The metal 1 layer:
The bar under the picture is 50 um long.
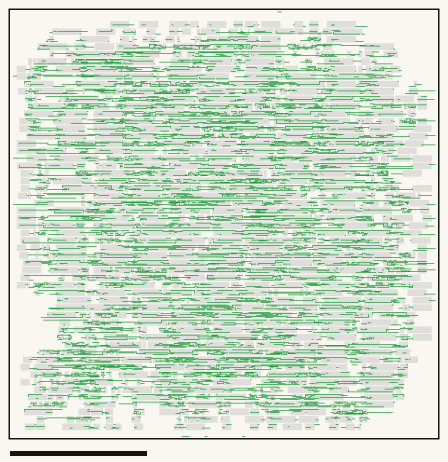
Met2 routing:
The bar under the picture is 50 um long.
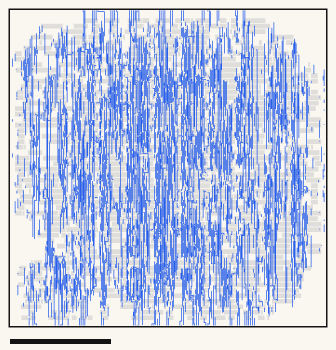
M3 wires:
The bar under the picture is 50 um long.
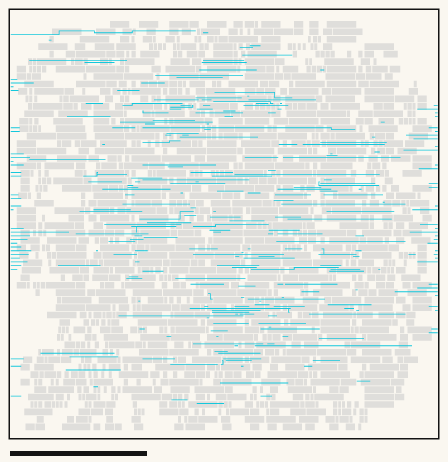
--- config.mk ---
export PLATFORM = sky130hd
export DESIGN_NAME = fifo_dual_bank_ctrl
export DESIGN_NICKNAME = d
export VERILOG_FILES = /design/src/rtl/fifo_dual_bank_ctrl.sv
export SDC_FILE = /design/constraint.sdc
export NUM_CORES = 1
export LEC_CHECK = 0
export ABC_AREA = 1
export ABC_CLOCK_PERIOD_IN_PS = 3400
export CORE_MARGIN = 2
export CORE_UTILIZATION = 53
export CTS_BUF_LIST = sky130_fd_sc_hd__clkbuf_2
export DETAILED_ROUTE_END_ITERATION = 8
export GPL_ROUTABILITY_DRIVEN = 0
export PLACE_DENSITY_LB_ADDON = 0.12
export SLEW_MARGIN = 15
export SYNTH_ARGS = -nofsm -noshare
export SYNTH_HDL_FRONTEND = slang
export SYNTH_SLANG_ARGS = --single-unit
--- constraint.sdc ---
create_clock -name i_clk -period 3.4 [get_ports i_clk]
set_clock_uncertainty 0.2 [all_clocks]
set_input_delay 0.51 -clock i_clk [delete_from_list [all_inputs] [get_ports i_clk]]
set_output_delay 0.51 -clock i_clk [all_outputs]
set_load 0.1 [all_outputs]
--- src/rtl/fifo_dual_bank_ctrl.sv ---
// Two-wide in-order FIFO over two single-write-port banks interleaved by pointer LSB.
// Owns head/tail/count and does the lane<->bank permutation on both ports.
module fifo_dual_bank_ctrl #(
  parameter int unsigned WIDTH = 32,
  parameter int unsigned DEPTH = 8
) (
  input  logic                     i_clk,
  input  logic                     i_rst_n,
  input  logic                     i_flush,
  input  logic [1:0]               i_enq_valid,
  input  logic [WIDTH-1:0]         i_enq_data [0:1],
  output logic [1:0]               o_enq_ready,
  output logic [1:0]               o_deq_valid,
  output logic [WIDTH-1:0]         o_deq_data [0:1],
  input  logic [1:0]               i_deq_ready,
  output logic [$clog2(DEPTH):0]   o_count
);

  localparam int unsigned AW   = $clog2(DEPTH);
  localparam int unsigned CW   = AW + 1;
  localparam int unsigned RW   = AW - 1;
  localparam int unsigned ROWS = DEPTH / 2;
  localparam logic [CW-1:0] DEPTH_C = CW'(DEPTH);

  logic [AW-1:0]    head, tail, head_p1, tail_p1;
  logic [CW-1:0]    count, free;
  logic [1:0]       enq_fire, deq_fire, enq_n, deq_n, lane_wr, wr_en;
  logic [RW-1:0]    wr_row0, wr_row1, rd_row0, rd_row1;
  logic [WIDTH-1:0] wr_data0, wr_data1, rd_q0, rd_q1;
  logic [WIDTH-1:0] bank0 [ROWS];
  logic [WIDTH-1:0] bank1 [ROWS];

  always_comb begin
    free    = DEPTH_C - count;
    head_p1 = head + AW'(1);
    tail_p1 = tail + AW'(1);

    if (free >= CW'(2))      o_enq_ready = 2'b11;
    else if (free == CW'(1)) o_enq_ready = 2'b01;
    else                     o_enq_ready = 2'b00;

    if (count >= CW'(2))      o_deq_valid = 2'b11;
    else if (count == CW'(1)) o_deq_valid = 2'b01;
    else                      o_deq_valid = 2'b00;

    // Lane 1 only counts when lane 0 also fires, so pattern 10 moves nothing.
    enq_fire = i_enq_valid & o_enq_ready;
    deq_fire = o_deq_valid & i_deq_ready;
    enq_n    = (enq_fire == 2'b11) ? 2'd2 : (enq_fire[0] ? 2'd1 : 2'd0);
    deq_n    = (deq_fire == 2'b11) ? 2'd2 : (deq_fire[0] ? 2'd1 : 2'd0);
  end

  // Depermute lanes into banks: lane k lands in bank (tail[0] ^ k).
  always_comb begin
    lane_wr  = {enq_n == 2'd2, enq_n != 2'd0};
    wr_row0  = tail[0] ? tail_p1[AW-1:1] : tail[AW-1:1];
    wr_row1  = tail[0] ? tail[AW-1:1]    : tail_p1[AW-1:1];
    wr_data0 = tail[0] ? i_enq_data[1]   : i_enq_data[0];
    wr_data1 = tail[0] ? i_enq_data[0]   : i_enq_data[1];
    wr_en[0] = !i_flush && (tail[0] ? lane_wr[1] : lane_wr[0]);
    wr_en[1] = !i_flush && (tail[0] ? lane_wr[0] : lane_wr[1]);
  end

  always_ff @(posedge i_clk) begin
    if (wr_en[0]) bank0[wr_row0] <= wr_data0;
    if (wr_en[1]) bank1[wr_row1] <= wr_data1;
  end

  always_comb begin
    rd_row0       = head[0] ? head_p1[AW-1:1] : head[AW-1:1];
    rd_row1       = head[0] ? head[AW-1:1]    : head_p1[AW-1:1];
    rd_q0         = bank0[rd_row0];
    rd_q1         = bank1[rd_row1];
    o_deq_data[0] = head[0] ? rd_q1 : rd_q0;
    o_deq_data[1] = head[0] ? rd_q0 : rd_q1;
  end

  always_ff @(posedge i_clk or negedge i_rst_n) begin
    if (!i_rst_n) begin
      head  <= '0;
      tail  <= '0;
      count <= '0;
    end else if (i_flush) begin
      head  <= '0;
      tail  <= '0;
      count <= '0;
    end else begin
      tail  <= tail + AW'(enq_n);
      head  <= head + AW'(deq_n);
      count <= count + CW'(enq_n) - CW'(deq_n);
    end
  end

  assign o_count = count;

endmodule
==> flow_metrics.py <==
# Generated from Yosys and OpenROAD reports
metrics = {
    "outcome": {
        "status": "finished with violations",
        "violations": "setup timing",
    },
    "floorplan": {
        "core_sq_um": 22710,
        "nWellTaps": 285,
        "die_area_sq_um": 24400,
    },
    "run": {
        "maxCapViolations": 0,
    },
    "synth": {
        "syn_area_sq_um": 12280,
        "ys_sh_mux_pct": 5.545,
        "yosys.area.top_type": "edfxtp_1",
        "ys_sh_aoi_pct": 9.418,
        "edf_count": 256,
        "ys_sh_adder_pct": 2.181,
        "syn_inst": 1060,
        "synthFlopType": "edfxtp_1",
    },
    "drt": {
        "first_pass_iters": 5,
        "wl_met3_um": 2873,
        "routed_via_density": 5.894,
        "dr_wl_met2_um": 18050,
        "wl_met1_um": 13190,
    },
    "timing": {
        "whs_ns": 0.2593,
        "rsz0062_at_grt": "true",
        "setup_viol": 64,
        "worst_slew_pin_slew_ns": 1.183,
        "setup_tns_ns": -4.944,
        "min_period_ns": 3.581,
        "layout_setup_ws_ns": -0.1813,
    },
    "layout": {
        "clock_area_share_pct": 3.203,
        "syn2layout_area_growth_pct": 40.96,
        "lay_top_cells": "edfxtp_1, o21ai_2, nand2_1",
        "logic_gates": 671,
        "logic_area_sq_um": 4977,
        "nClkBuffers": 96,
        "final_cells": 1611,
        "non_clock_buffer_count": 217,
        "regArea_sq_um": 7951,
    },
    "critical_path": {
        "crit_fanout": 18,
        "cp_slowest_stage_delay_ns": 0.46,
        "cp_top_family": "buffers and inverters",
    },
    "grt": {
        "grtUsageMet1_pct": 32.55,
        "grt_pass1_wl_um": 47490,
    },
    "placed_design": {
        "hpwl_um": 17740,
        "io_buffer_count": 142,
    },
}
Back to the opening pictures, 'the metal 1 layer':
- wire length on this layer: 13,200 um
- main direction: horizontal
- share of all routed wire: 38%
- longest straight run: 31.3 um

Back to the opening pictures, 'met2 routing':
- longest straight run: 61.5 um
- nets with wire on the layer: 1,193

Back to the opening pictures, 'M3 wires':
- nets with wire on the layer: 174
- wire length on this layer: 2,870 um
- longest straight run: 68.8 um
- share of all routed wire: 8.2%

## worst paths after layout
kind | start | endpoint | slack (ns)
hold reg to reg | tail[2]$_DFF_PN0_ | tail[2]$_DFF_PN0_ | 0.45
hold / removal | i_flush | tail[2]$_DFF_PN0_ | 0.26
setup reg to reg | o_count[1]$_DFF_PN0_ | bank0[1][11]$_DFFE_PP_ | 0.25
setup / recovery | head[0]$_DFF_PN0_ | o_deq_data[61] | -0.18
max in group asynchronous | i_rst_n | o_count[3]$_DFF_PN0_ | 2.16
min in group asynchronous | i_rst_n | tail[2]$_DFF_PN0_ | 0.41
## registers in the layout, indices dropped and copies added, names as in the netlist
| name | flops |
|---|---|
| bank1 | 128 |
| bank0 | 128 |
| tail | 3 |
| o_count | 4 |
| head | 3 |
